m3.png
Drawn at 6 px/um.
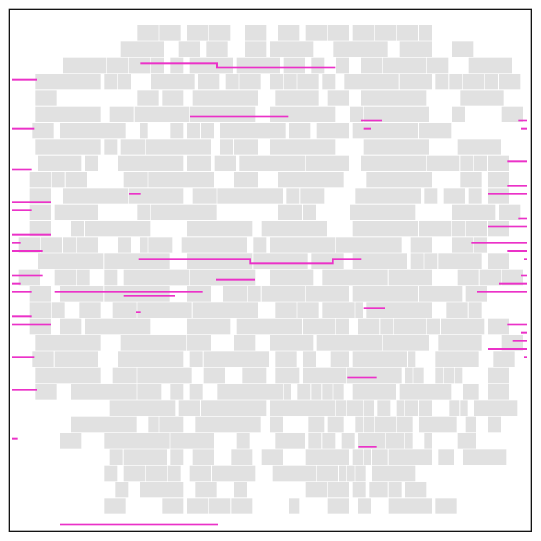
class_map.png
Drawn at 6 px/um.
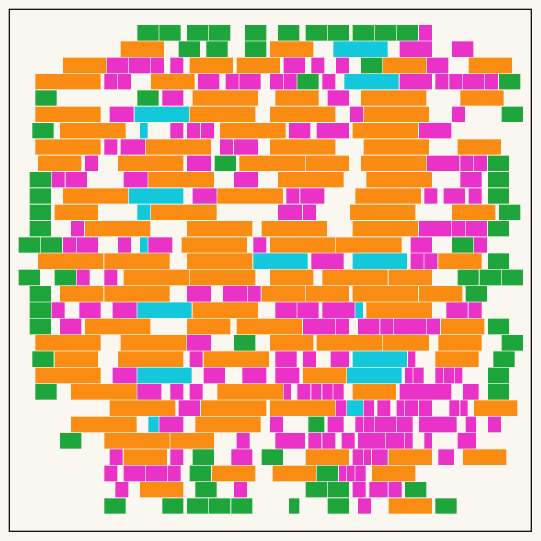
closeup.png
Region (37, 37) to (87, 87) um. Cells in gray, sequential cells in the stronger gray; small squares are vias.
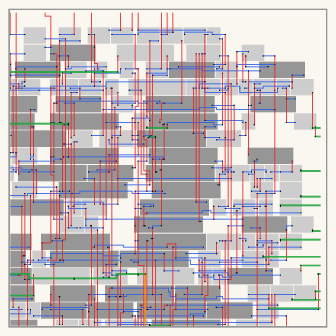
clock_nets.png
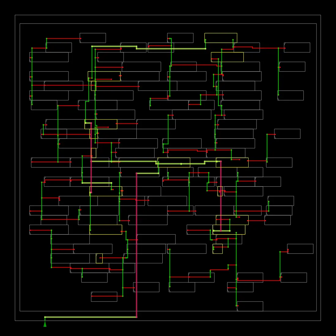
pinout.png
Drawn at 4 px/um. Pins as bars across the die edge, other pins in gray.
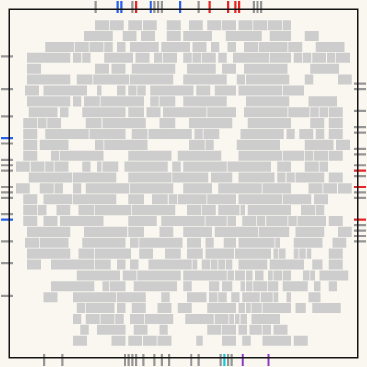
==> src/rtl/df_pkg.sv <==
// Shared types for the reconstruction-buffer ping-pong scheduler.
package df_pkg;

    localparam int MBW_DEF = 8;
    localparam int QPW_DEF = 6;

    // Per-buffer status: written by the decoder, then owned by the filter.
    typedef enum logic [1:0] {
        EMPTY = 2'd0,
        FULL  = 2'd1,
        BUSY  = 2'd2
    } buf_st_t;

    // Consumer (deblocking filter) FSM.
    typedef enum logic {
        IDLE = 1'b0,
        RUN  = 1'b1
    } df_state_t;

    // Slot record layout: {mb_h, mb_v, qpy, qpc, last}.
    function automatic int slot_width(input int mbw, input int qpw);
        return 2 * mbw + 2 * qpw + 1;
    endfunction

    // Number of buffers that are not EMPTY.
    function automatic logic [1:0] occ_count(input buf_st_t a, input buf_st_t b);
        return {1'b0, a != EMPTY} + {1'b0, b != EMPTY};
    endfunction

endpackage

==> src/rtl/df_mb_slot.sv <==
// Two-entry metadata register file: one record per reconstruction buffer.
module df_mb_slot
    import df_pkg::*;
#(
    parameter int W = slot_width(MBW_DEF, QPW_DEF)
) (
    input  logic         clk,
    input  logic         wr_en,
    input  logic         wr_idx,
    input  logic [W-1:0] wr_data,
    input  logic         rd_idx,
    output logic [W-1:0] rd_data
);

    logic [W-1:0] mem [2];

    // Capture the record of the MB the decoder just completed.
    // NOTE: storage has no reset; a slot is only read once its buffer status says it was written.
    always_ff @(posedge clk) begin
        if (wr_en) begin
            mem[wr_idx] <= wr_data;
        end
    end

    assign rd_data = mem[rd_idx];

endmodule

==> src/rtl/df_mb_pingpong_ctrl.sv <==
// Ping-pong scheduler between the MB decoder and the deblocking filter
// for the two reconstruction buffers (rec DF RAM0/RAM1).
module df_mb_pingpong_ctrl
    import df_pkg::*;
#(
    parameter int MBW = MBW_DEF,
    parameter int QPW = QPW_DEF
) (
    input  logic           clk,
    input  logic           reset,
    input  logic           dec_mb_done,
    input  logic [MBW-1:0] dec_mb_h,
    input  logic [MBW-1:0] dec_mb_v,
    input  logic [QPW-1:0] dec_qpy,
    input  logic [QPW-1:0] dec_qpc,
    input  logic           dec_last_mb,
    input  logic           df_mb_done,
    output logic           dec_stall,
    output logic           dec_buf_sel,
    output logic           df_start,
    output logic           df_buf_sel,
    output logic           df_busy,
    output logic [MBW-1:0] mb_num_h_DF,
    output logic [MBW-1:0] mb_num_v_DF,
    output logic [QPW-1:0] df_qpy,
    output logic [QPW-1:0] df_qpc,
    output logic           frame_done,
    output logic [1:0]     occupancy,
    output logic           proto_err
);

    localparam int SW = slot_width(MBW, QPW);

    buf_st_t   buf_st     [2];
    buf_st_t   buf_st_nxt [2];
    df_state_t state;
    logic      df_last;

    logic dec_acc;
    logic launch;
    logic release_buf;

    logic [SW-1:0]  wr_rec;
    logic [SW-1:0]  rd_rec;
    logic [MBW-1:0] rd_h;
    logic [MBW-1:0] rd_v;
    logic [QPW-1:0] rd_qpy;
    logic [QPW-1:0] rd_qpc;
    logic           rd_last;

    assign dec_stall   = (buf_st[dec_buf_sel] != EMPTY);
    assign dec_acc     = dec_mb_done && !dec_stall;
    assign launch      = (state == IDLE) && (buf_st[df_buf_sel] == FULL);
    // A done pulse coinciding with df_start cannot belong to the MB just launched.
    assign release_buf = (state == RUN) && df_mb_done && !df_start;

    assign wr_rec = {dec_mb_h, dec_mb_v, dec_qpy, dec_qpc, dec_last_mb};
    assign {rd_h, rd_v, rd_qpy, rd_qpc, rd_last} = rd_rec;

    df_mb_slot #(.W(SW)) u_slot (
        .clk     (clk),
        .wr_en   (dec_acc),
        .wr_idx  (dec_buf_sel),
        .wr_data (wr_rec),
        .rd_idx  (df_buf_sel),
        .rd_data (rd_rec)
    );

    // Next buffer status; producer and consumer updates always land on different buffers.
    always_comb begin
        // NOTE: defaults first so every path assigns every element; otherwise a latch is inferred.
        buf_st_nxt = buf_st;
        if (dec_acc) begin
            buf_st_nxt[dec_buf_sel] = FULL;
        end
        if (launch) begin
            buf_st_nxt[df_buf_sel] = BUSY;
        end
        if (release_buf) begin
            buf_st_nxt[df_buf_sel] = EMPTY;
        end
    end

    // Buffer status, pointers and consumer FSM with registered outputs.
    always_ff @(posedge clk) begin
        if (reset) begin
            buf_st[0]   <= EMPTY;
            buf_st[1]   <= EMPTY;
            state       <= IDLE;
            dec_buf_sel <= 1'b0;
            df_buf_sel  <= 1'b0;
            df_start    <= 1'b0;
            df_busy     <= 1'b0;
            frame_done  <= 1'b0;
            occupancy   <= 2'd0;
            proto_err   <= 1'b0;
            df_last     <= 1'b0;
            mb_num_h_DF <= '0;
            mb_num_v_DF <= '0;
            df_qpy      <= '0;
            df_qpc      <= '0;
        end else begin
            // NOTE: non-blocking so every register samples pre-edge values regardless of statement order.
            buf_st     <= buf_st_nxt;
            occupancy  <= occ_count(buf_st_nxt[0], buf_st_nxt[1]);
            df_start   <= 1'b0;
            frame_done <= 1'b0;

            if (dec_acc) begin
                dec_buf_sel <= ~dec_buf_sel;
            end

            if ((dec_mb_done && dec_stall) || (df_mb_done && !release_buf)) begin
                proto_err <= 1'b1;
            end

            case (state)
                IDLE: begin
                    if (launch) begin
                        df_start    <= 1'b1;
                        df_busy     <= 1'b1;
                        mb_num_h_DF <= rd_h;
                        mb_num_v_DF <= rd_v;
                        df_qpy      <= rd_qpy;
                        df_qpc      <= rd_qpc;
                        df_last     <= rd_last;
                        state       <= RUN;
                    end
                end
                RUN: begin
                    if (release_buf) begin
                        df_busy    <= 1'b0;
                        df_buf_sel <= ~df_buf_sel;
                        frame_done <= df_last;
                        state      <= IDLE;
                    end
                end
            endcase
        end
    end

endmodule

==> config.mk <==
export PLATFORM = sky130hd
export DESIGN_NAME = df_mb_pingpong_ctrl
export DESIGN_NICKNAME = d
export VERILOG_FILES = /design/src/rtl/df_pkg.sv /design/src/rtl/df_mb_slot.sv /design/src/rtl/df_mb_pingpong_ctrl.sv
export SDC_FILE = /design/constraint.sdc
export NUM_CORES = 1
export LEC_CHECK = 0
export CORE_MARGIN = 1
export CORE_UTILIZATION = 56
export CTS_BUF_LIST = sky130_fd_sc_hd__clkbuf_16
export DETAILED_ROUTE_END_ITERATION = 10
export PLACE_DENSITY = 0.84
export SLEW_MARGIN = 20
export SYNTH_ARGS = -nofsm -noshare
export SYNTH_HDL_FRONTEND = slang
export SYNTH_HIERARCHICAL = 1
export SYNTH_SLANG_ARGS = --single-unit
==> constraint.sdc <==
create_clock -name clk -period 6.45 [get_ports clk]
set_input_delay 1.29 -clock clk [delete_from_list [all_inputs] [get_ports clk]]
set_output_delay 1.29 -clock clk [all_outputs]
set_load 0.005 [all_outputs]
==> out/metrics.sh <==
DESIGN.PORTCOUNT=70
HOLD_PATH_STARTPOINT='df_busy'
TOP_AREA_CELL='sky130_fd_sc_hd__edfxtp_1'
COMMON_CELLS='sky130_fd_sc_hd__nand2b_1 (60), sky130_fd_sc_hd__edfxtp_1 (58), sky130_fd_sc_hd__dfxtp_1 (42), sky130_fd_sc_hd__mux2i_1 (29), sky130_fd_sc_hd__mux2_2 (19)'
GLOBAL_ROUTE.USAGE.MET2=0.317
POST_CTS_RESIZED=0
FILLERINSTANCES=463
TOP_CELLS_BY_AREA='sky130_fd_sc_hd__edfxtp_1 (43%), sky130_fd_sc_hd__dfxtp_1 (21%), sky130_fd_sc_hd__nand2b_1 (9.3%)'
SETUP.WORST_PATH.START_CLASS='register'
POWER.DENSITY_CELL_AREA_nW_PER_UM2=319
TIMING.FMAX_MHz=303
ANTENNA_LEFT=0
TIMING.CRITICAL_PATH.BUF_INV=1
SETUP_VIOLATIONS=0
DIODES=0
GRT_OVERFLOW=0
NUMBER_OF_OPENROAD_WARNINGS=26
GROUTE.USAGE.OVERALL=0.192
POST_SYNTH_EDFFS=58
MAPPEDNETLISTNETS=314
NUMBER_OF_BUFFERS_ON_THE_LONGEST_CLOCK_PATH=2
SYNTH-SEQ-AREA-SHARE=0.642
FP-ROW-COUNT=30
SLEW_HEADROOM=0.310
CLKLATENCYLATEPIN_NS=0.33
HOLD_CRIT_CLASS='reg -> reg'
POST-SYNTH-TOP-AREA-FRACTION=0.433
CRITICAL-PATH-SLOWEST-CELL='sky130_fd_sc_hd__dfxtp_2'
DIE_AREA_SQ_UM=7530
WORST_EP_ARRIVAL_TIME_NS=2.01
HTREE_NUM_LEVELS=3
TIGHTESTPINTRANSITION_NS=1.03
POST-CTS-SETUP-BUFFER-COUNT=0
FIN_NETS=380
POWER_AFTER_LAYOUT_W=0.00160
FIN_CRIT_NS=3.30
SETUP.WORST_PATH.END_CLASS='output port'
FINAL.SETUP.TNS_NS=0
LEAKAGE_nW=1.72
TRITONCTS='built'
TOTAL_CLOCK_BUFFERS_CREATED_BY_CTS=9
FINAL_MIN_PERIOD_OVER_CLOCK_PERIOD=0.512
GLOBAL_ROUTE.USAGE.MET1=0.249
HPWL_UM=4230
TIMING.CRITICAL_PATH.SLOWEST_CELL_DELAY_NS=1.01
IRDROPWORSTVDD_mV=0.184
WORST-R2R-CELL-COUNT=4
WORSTPATHMAXFANOUT=41
WORST_R2R_ENDPOINT='u_slot/mem[0][24]'
GRT_START_MAX_NET_PINS=72
GRT_ANTENNA_BEFORE_REPAIR=0
POSTSYNTHAREAPERCELL_SQ_UM=14.4
ROUTABILITYCONGESTION=0.823
DOMINANTREGCELLSYNTH='sky130_fd_sc_hd__edfxtp_1'
CRIT_PATH_CELL_TRACE='clkdlybuf4s50_1'
CLK_TRANSITION_REPORTED_PATHS_NS=0.06
YOSYSUNIQUECELLTYPES=33
FP-UTILIZATION=0.586
SYNTH_WARNINGS=6
POSTSYNTHREGISTERBITS=100
MAX_CAP_VIOL_COUNT=0
CTS_SINKS=100
ASYNC_FLOP_SHARE=0
DRT_FIRST_ITER_VIOLATIONS=123
AREA.GROWTH.SYNTH_TO_FINAL_PCT=24.7
GRT_PASS1_WL_UM=10700
CLK_ROOT_BUFFER_CELL='sky130_fd_sc_hd__clkbuf_16'
CRITPATHREQUIREDTIME_NS=5.16
CRITICAL_SETUP_PATH_KIND='reg -> out'
YS_CHIP_AREA_SQ_UM=4020
DRCVIOLATIONCOUNT=0
OUTCOME='finished, final reports clean'
About m3.png:
share of all routed wire: 4.2%
nets with wire on the layer: 42
main direction: horizontal
wire length on this layer: 285 um
longest straight run: 26.0 um
overall via count from detail_route: 2305
GRT met3 Usage: 0.0400
Routed WL: 6740 um

About class_map.png:
[clock drivers and dummy loads] cyan | cells: 16 | share of their area: 5.7%
[remaining logic cells] magenta | cells: 165 | share of their area: 27%
[registers] orange | cells: 100 | share of their area: 53%
[remaining buffers and delay cells] green | cells: 70 | share of their area: 14%
post-layout util: 0.730
sequential fraction of total cell area: 0.515
placeable core region: 6870 sq um

About closeup.png:
[M1] blue
[M4] orange
[M3] green
[M2] red
sequential cells in the window: 35
most frequent: nand2b_1 (24), clkdlybuf4s50_1 (23), edfxtp_1 (20)
netlist names of flops here include: `u_slot/mem` (20), `mb_num_h_DF` (7), `mb_num_v_DF` (5)
cells with their middle in the window: 109

About clock_nets.png:
setup clock skew after layout: 0.00724 ns
number of sequential cells: 100

About pinout.png:
[`mb_num_v_DF`] red | pins: 8 | direction: output | edge: 5 top, 3 right
[`frame_done`] cyan | pins: 1 | direction: output | edge: bottom
[`df_qpy`] blue | pins: 6 | direction: output | edge: 4 top, 2 left
[`occupancy`] purple | pins: 2 | direction: output | edge: bottom
all pins by edge: 18 bottom, 18 right, 18 top, 16 left
Die Wd: 86.8 um
Die Ht: 86.8 um
IO buf count: 69

==> cells by family (layout without fill, tap and decap cells) <==
| kind of cell | after synthesis | in the layout | synth area share |
|---|---|---|---|
| multiplexers | 58 | 58 | 0.163 |
| adder cells (fa/ha/maj) | 1 | 1 | 0.00311 |
| flip-flops | 100 | 100 | 0.642 |
| AND-OR/OR-AND | 18 | 18 | 0.0314 |
| AND/OR/NAND/NOR | 86 | 86 | 0.132 |
| buffers and inverters | 17 | 88 | 0.0289 |
==> registers in the layout, summed over array words and instances, names as in the netlist, 2 cells and up <==
name / cells
occupancy: 2
buf_st: 4
df_qpc: 6
df_qpy: 6
u_slot/mem: 58
mb_num_v_DF: 8
mb_num_h_DF: 8
==> stage by stage <==
step / worst slack, ns / std cells / hold WS, ns / cell area, sq um
after floorplan: 3.27 / 280 / 0.432 / 4020
after global placement: 3.29 / 431 / 0.448 / 4740
after detailed placement: 3.28 / 431 / 0.457 / 4740
after CTS: 3.12 / 447 / 0.465 / 5020
after global routing: 3.05 / 447 / 0.484 / 5020
final: 3.15 / 447 / 0.460 / 5020
==> layer usage <==
layer / wire [um] / vias to the layer above
met2: 3350 / 59
li1: - / 1124
met4: 80 / 0
met1: 3030 / 1115
met5: 0 / -
met3: 285 / 7
==> layout make-up <==
type	instances	area, sq um	area share
multi-input combinational	163	1330	0.265
clock buffer	10	250	0.0499
timing repair buffer	70	693	0.138
inverter	2	7.51	0.00150
tap	96	120	0.0239
clock inverter	6	30.0	0.00599
sequential	100	2580	0.515
==> worst max-delay path by stage <==
stage | endpoint | from | cells past startpoint | slack [ns]
after floorplan | u_slot/mem[0][0] | dec_mb_done | 2 | 3.27
after global placement | u_slot/mem[0][9] | dec_mb_done | 3 | 3.29
after detailed placement | u_slot/mem[0][9] | dec_mb_done | 3 | 3.28
after CTS | df_buf_sel | df_buf_sel | 1 | 3.12
after global routing | df_buf_sel | df_buf_sel | 1 | 3.05
final | df_buf_sel | df_buf_sel | 1 | 3.15
==> layout by cell type, fill, tap and decap left out, types with 3 or more instances in the layout <==
cell                              instances
sky130_fd_sc_hd__mux2i_1                 29
sky130_fd_sc_hd__clkdlybuf4s50_1         68
sky130_fd_sc_hd__dfxtp_1                 41
sky130_fd_sc_hd__nor2b_1                  4
sky130_fd_sc_hd__nor2_1                   6
sky130_fd_sc_hd__inv_1                    4
sky130_fd_sc_hd__mux2_4                  10
sky130_fd_sc_hd__a21oi_1                  8
sky130_fd_sc_hd__nor3_1                   3
sky130_fd_sc_hd__edfxtp_1                58
sky130_fd_sc_hd__nand2_1                  5
sky130_fd_sc_hd__nand2b_1                60
sky130_fd_sc_hd__a31oi_1                  3
sky130_fd_sc_hd__clkbuf_16               10
sky130_fd_sc_hd__mux2_2                  19
==> power breakdown <==
part / total [W] / internal [W] / switching, W / leakage [nW]
sequential: 0.000813 / 0.000763 / 0.0000496 / 0.879
clock: 0.000495 / 0.000280 / 0.000215 / 0.144
combinational: 0.000294 / 0.000174 / 0.000120 / 0.697
Power and IR drop assume default switching activity.
